<file path="src/rtl/serial_lsb_comparator_if.sv">
// Handshake and result bundle for the LSB-first serial magnitude comparator.
// The master side streams bit pairs and issues start; the slave side is the comparator.
interface serial_lsb_comparator_if;
    logic start;
    logic bit_valid;
    logic a_bit;
    logic b_bit;
    logic bit_ready;
    logic busy;
    logic done;
    logic eq;
    logic gt;
    logic lt;

    modport master (
        output start, bit_valid, a_bit, b_bit,
        input  bit_ready, busy, done, eq, gt, lt
    );

    modport slave (
        input  start, bit_valid, a_bit, b_bit,
        output bit_ready, busy, done, eq, gt, lt
    );
endinterface

</file>
<file path="src/rtl/serial_lsb_comparator.sv">
// Serial magnitude comparator, operands arrive LSB first, one bit pair per beat.
// A differing bit always overwrites the running verdict, so the most significant
// difference (the last one seen) decides the final result.
module serial_lsb_comparator #(
    parameter int WIDTH = 8,
    parameter int CNT_W = $clog2(WIDTH + 1)
) (
    input  logic                    clk,
    input  logic                    rst_n,
    serial_lsb_comparator_if.slave  bus
);

    typedef enum logic [1:0] {
        IDLE = 2'd0,
        RUN  = 2'd1,
        DONE = 2'd2
    } state_t;

    localparam logic [CNT_W-1:0] LAST = CNT_W'(WIDTH - 1);

    state_t           state_q;
    logic [CNT_W-1:0] count_q, count_d;
    logic             run_eq_q, run_eq_d;
    logic             run_gt_q, run_gt_d;
    logic             ready_q, busy_q, done_q;
    logic             eq_q, gt_q, lt_q;
    logic             beat;
    logic             diff;

    // Running verdict as it would look after accepting the current bit pair.
    always_comb begin
        beat     = bus.bit_valid && ready_q;
        diff     = bus.a_bit ^ bus.b_bit;
        run_eq_d = diff ? 1'b0      : run_eq_q;
        run_gt_d = diff ? bus.a_bit : run_gt_q;
        count_d  = count_q + 1'b1;
    end

    // Control FSM with registered handshake and result outputs.
    always_ff @(posedge clk or negedge rst_n) begin
        if (!rst_n) begin
            state_q  <= IDLE;
            count_q  <= '0;
            run_eq_q <= 1'b1;
            run_gt_q <= 1'b0;
            ready_q  <= 1'b0;
            busy_q   <= 1'b0;
            done_q   <= 1'b0;
            eq_q     <= 1'b0;
            gt_q     <= 1'b0;
            lt_q     <= 1'b0;
        end else begin
            case (state_q)
                IDLE: begin
                    done_q <= 1'b0;
                    if (bus.start) begin
                        state_q  <= RUN;
                        count_q  <= '0;
                        run_eq_q <= 1'b1;
                        run_gt_q <= 1'b0;
                        ready_q  <= 1'b1;
                        busy_q   <= 1'b1;
                    end
                end
                RUN: begin
                    // start is deliberately ignored here; only beats advance the run.
                    if (beat) begin
                        count_q  <= count_d;
                        run_eq_q <= run_eq_d;
                        run_gt_q <= run_gt_d;
                        if (count_q == LAST) begin
                            state_q <= DONE;
                            ready_q <= 1'b0;
                            busy_q  <= 1'b0;
                            done_q  <= 1'b1;
                            eq_q    <= run_eq_d;
                            gt_q    <= run_gt_d & ~run_eq_d;
                            lt_q    <= ~run_eq_d & ~run_gt_d;
                        end
                    end
                end
                DONE: begin
                    done_q <= 1'b0;
                    if (bus.start) begin
                        // Back-to-back comparison: restart directly from DONE.
                        state_q  <= RUN;
                        count_q  <= '0;
                        run_eq_q <= 1'b1;
                        run_gt_q <= 1'b0;
                        ready_q  <= 1'b1;
                        busy_q   <= 1'b1;
                    end else begin
                        state_q <= IDLE;
                    end
                end
                default: begin
                    state_q <= IDLE;
                    ready_q <= 1'b0;
                    busy_q  <= 1'b0;
                    done_q  <= 1'b0;
                end
            endcase
        end
    end

    assign bus.bit_ready = ready_q;
    assign bus.busy      = busy_q;
    assign bus.done      = done_q;
    assign bus.eq        = eq_q;
    assign bus.gt        = gt_q;
    assign bus.lt        = lt_q;

endmodule
</file>
<file path="src/flat_wrapper.sv">
// flat-port wrapper written by rule: the top's interface ports become plain ports
module serial_lsb_comparator_flat 
#(
    parameter int WIDTH = 8,
    parameter int CNT_W = $clog2(WIDTH + 1)
)
  (clk, rst_n, bus_start, bus_bit_valid, bus_a_bit, bus_b_bit, bus_bit_ready, bus_busy, bus_done, bus_eq, bus_gt, bus_lt);
  serial_lsb_comparator_if bus_i ();
  input  logic clk;
  input  logic rst_n;
  input wire logic [$bits(bus_i.start)-1:0] bus_start;
  input wire logic [$bits(bus_i.bit_valid)-1:0] bus_bit_valid;
  input wire logic [$bits(bus_i.a_bit)-1:0] bus_a_bit;
  input wire logic [$bits(bus_i.b_bit)-1:0] bus_b_bit;
  output wire logic [$bits(bus_i.bit_ready)-1:0] bus_bit_ready;
  output wire logic [$bits(bus_i.busy)-1:0] bus_busy;
  output wire logic [$bits(bus_i.done)-1:0] bus_done;
  output wire logic [$bits(bus_i.eq)-1:0] bus_eq;
  output wire logic [$bits(bus_i.gt)-1:0] bus_gt;
  output wire logic [$bits(bus_i.lt)-1:0] bus_lt;
  assign bus_i.start = bus_start;
  assign bus_i.bit_valid = bus_bit_valid;
  assign bus_i.a_bit = bus_a_bit;
  assign bus_i.b_bit = bus_b_bit;
  assign bus_bit_ready = bus_i.bit_ready;
  assign bus_busy = bus_i.busy;
  assign bus_done = bus_i.done;
  assign bus_eq = bus_i.eq;
  assign bus_gt = bus_i.gt;
  assign bus_lt = bus_i.lt;
  serial_lsb_comparator #(.WIDTH(WIDTH), .CNT_W(CNT_W)) u_core (.clk(clk), .rst_n(rst_n), .bus(bus_i));
endmodule
</file>
<file path="config.mk">
export PLATFORM = sky130hd
export DESIGN_NAME = serial_lsb_comparator_flat
export DESIGN_NICKNAME = d
export VERILOG_FILES = /design/src/rtl/serial_lsb_comparator_if.sv /design/src/rtl/serial_lsb_comparator.sv /design/src/flat_wrapper.sv
export SDC_FILE = /design/constraint.sdc
export NUM_CORES = 1
export LEC_CHECK = 0
export ABC_AREA = 1
export CAP_MARGIN = 15
export CELL_PAD_IN_SITES_DETAIL_PLACEMENT = 1
export CELL_PAD_IN_SITES_GLOBAL_PLACEMENT = 1
export CORE_MARGIN = 3
export CORE_UTILIZATION = 37
export CTS_CLUSTER_SIZE = 25
export DETAILED_ROUTE_END_ITERATION = 6
export GPL_ROUTABILITY_DRIVEN = 0
export HOLD_SLACK_MARGIN = 0.05
export PLACE_DENSITY_LB_ADDON = 0.1
export SLEW_MARGIN = 0
export SYNTH_ARGS = -nofsm -noshare
export SYNTH_HDL_FRONTEND = slang
export SYNTH_SLANG_ARGS = --single-unit
</file>
<file path="constraint.sdc">
create_clock -name clk -period 1.7 [get_ports clk]
set_clock_uncertainty 0.05 [all_clocks]
set_input_delay 0.17 -clock clk [delete_from_list [all_inputs] [get_ports clk]]
set_output_delay 0.17 -clock clk [all_outputs]
set_load 0.03 [all_outputs]
</file>
Figure 1. Routing congestion map (run 1).
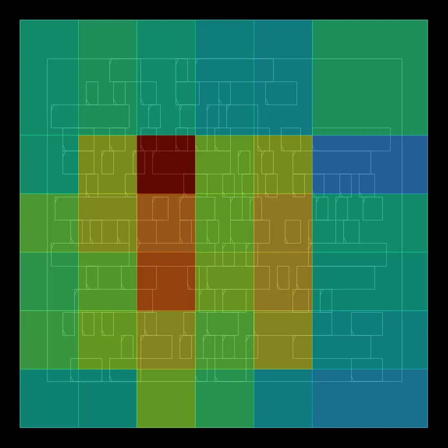
global routing's busiest layer: met2
M1 GR Usage: 19.05%
total track usage: 14.73%
Core Util, Final: 51.10%
routed length per instance: 11.66 um

Figure 2. Drive-strength map (run 1).
The bar under the picture is 10 um long.
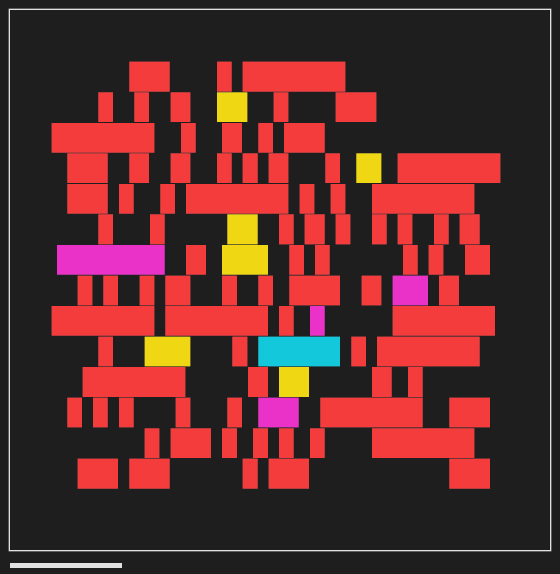
- yellow: _3 and _4 cells (cells 6; share 6.4%)
- red: _0 and _1 cells (cells 83; share 88%)
- magenta: _2 cells (cells 4; share 4.3%)
- cyan: _6 and larger (cells 1; share 1.1%)
final instance area: 814.5 um^2
Setup WS post-layout: 0.1263 ns
non-clock buffer count: 11

Figure 3. Routed metal, one colour a layer (run 1).
Only two layers are drawn.
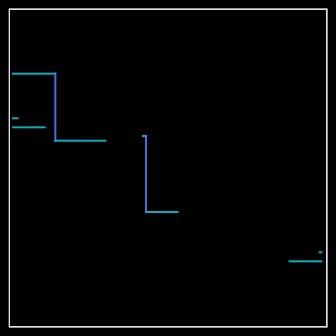
- cyan: metal 3 (wire length 29.7 um)
- blue: metal 4 (wire length 21.8 um)
vias post-DR: 545
Detailed Route WL: 1376 um

Figure 4. Met1 routing (run 1).
The bar under the picture is 10 um long. Supply wires on this layer in grey. Cells faint in the background.
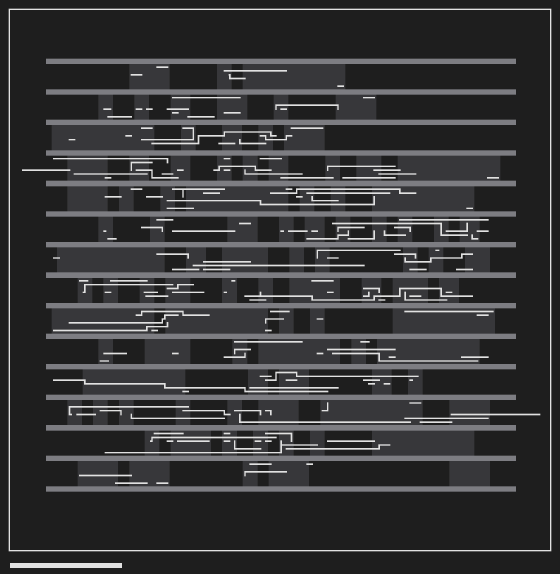
- nets with wire on the layer: 93
- share of all routed wire: 45%

==> results_slide.txt, run 1 <==
Physical Implementation Snapshot

Layout
  – Largest register FFs: 4
  – Top cells excl fill/tap: 28 x nand2_1, 13 x inv_1, 12 x dfrtp_1, 11 x clkdlybuf4s50_1, 5 x nand3_1
  – ClkCell Share: 3.226%
  – Largest register by flop count: u_core.count_q
  – Final std cells w/o fill: 118
  – Dominant logic cell type in the layout: nand2_1
  – Logic area: 262.8 um^2
  – Flip-flop and latch area: 326.6 um^2

Route
  – M1 WL: 615 um
  – Pre-antenna DRT Iters: 4

Global route
  – Vias in the first global route: 564
  – Total grt overflow: 0
  – Global-route wire length before repair: 2304 um

Setup path
  – R2R Path End: u_core.bus.gt
  – Crit path capture: bus_bit_ready
  – Crit path launch: u_core.bus.busy
  – Setup crit end kind: primary output

Power
  – Largest Pwr Group: combinational cells
  – Switching share of power: 42.54%
  – Pleak: 0.0004260 uW
  – Pwr Total: 1280 uW
  – Internal power: 735.5 uW
  – Sequential cell power: 524 uW
  – Clock share of power: 15.3%

Clock network
  – Clk latency late pin: 0.28 ns
  – Clock Tree Buf Depth: 2
  – Post-CTS Resized: 0
  – CTS tree: yes
  – CTS hold repair buffers: 0
  – Clk pin slew, worst setup/hold paths: 0.08 ns

STA
  – Rel. slew slack: 60.26%
  – RSZ-0062 raised after global routing: false
  – Slew Limit Fails: 0
  – Final Setup Violations: 0

Floorplanning
  – Chip Height: 48.10 um
  – Chip footprint: 2313 um^2
  – Core ar.: 1594 um^2

Run status
  – Status: complete, no violations

Synth
  – Most frequent cell after synthesis: nand2_1
  – Dominant flop cell: dfrtp_1
  – Yosys aoi share: 6.870%
  – Yosys warning tally: 0
  – Share of the synthesized area in the top cell type: 45.80%
==> run 2: changes to the inputs <==
- CORE_MARGIN: 3 -> not set
Figure 5. Routed metal, one colour a layer (run 2).
Only two layers are drawn.
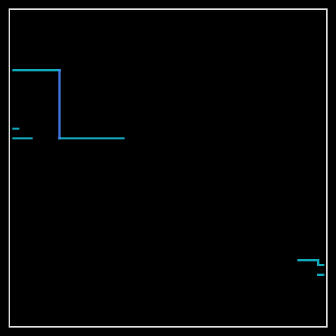
- cyan: metal 3 (wire length 23.4 um)
- blue: metal 4 (wire length 9.50 um)
vias post-DR: 515
Detailed Route WL: 1293 um
routed length per instance: 11.75 um
total track usage: 15.74%

Figure 6. Routing congestion map (run 2).
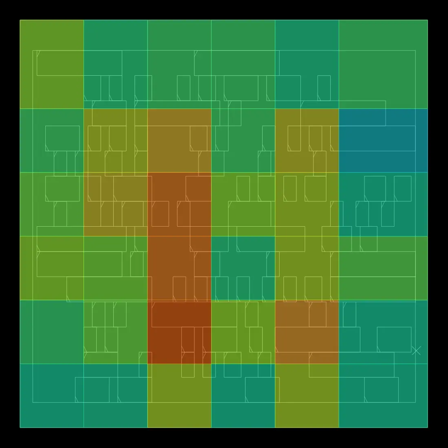
met3 GRT Util: 2.449%
Core Util, Final: 51.11%

==> results_slide.txt, run 2 <==
Physical Implementation Snapshot

Layout
  – Logic area: 262.8 um^2
  – ClkCell Share: 3.416%
  – Largest register FFs: 4
  – Final std cells w/o fill: 110
  – Flip-flop and latch area: 326.6 um^2
  – Largest register by flop count: u_core.count_q

Power
  – Internal power: 732.2 uW
  – Clock share of power: 14.7%
  – Pleak: 0.0004287 uW

Route
  – Remaining routing DRC violations: 1

Setup path
  – Crit path launch: u_core.bus.busy
  – R2R Path End: u_core.bus.eq
  – Crit path capture: bus_bit_ready
  – Setup crit end kind: primary output

Clock network
  – Post-CTS Resized: 0
  – CTS tree: yes
  – Clk latency late pin: 0.27 ns
  – CTS hold repair buffers: 0

Synth
  – Dominant flop cell: dfrtp_1
  – Yosys warning tally: 0
  – Share of the synthesized area in the top cell type: 45.80%
  – Most frequent cell after synthesis: nand2_1

Floorplanning
  – Chip Height: 44.10 um

STA
  – Setup WS post-layout: 0.1315 ns
  – Slew Limit Fails: 0
  – RSZ-0062 raised after global routing: false
  – Rel. slew slack: 60.92%

Global route
  – Global routing's busiest layer: met2
  – M1 GR Usage: 19.79%
  – Vias in the first global route: 561
  – Global-route wire length before repair: 2228 um

Run status
  – Status: finished, violations left
  – Failing checks: DRC
Power figures rest on the tool's default switching activity, not on a simulated workload.
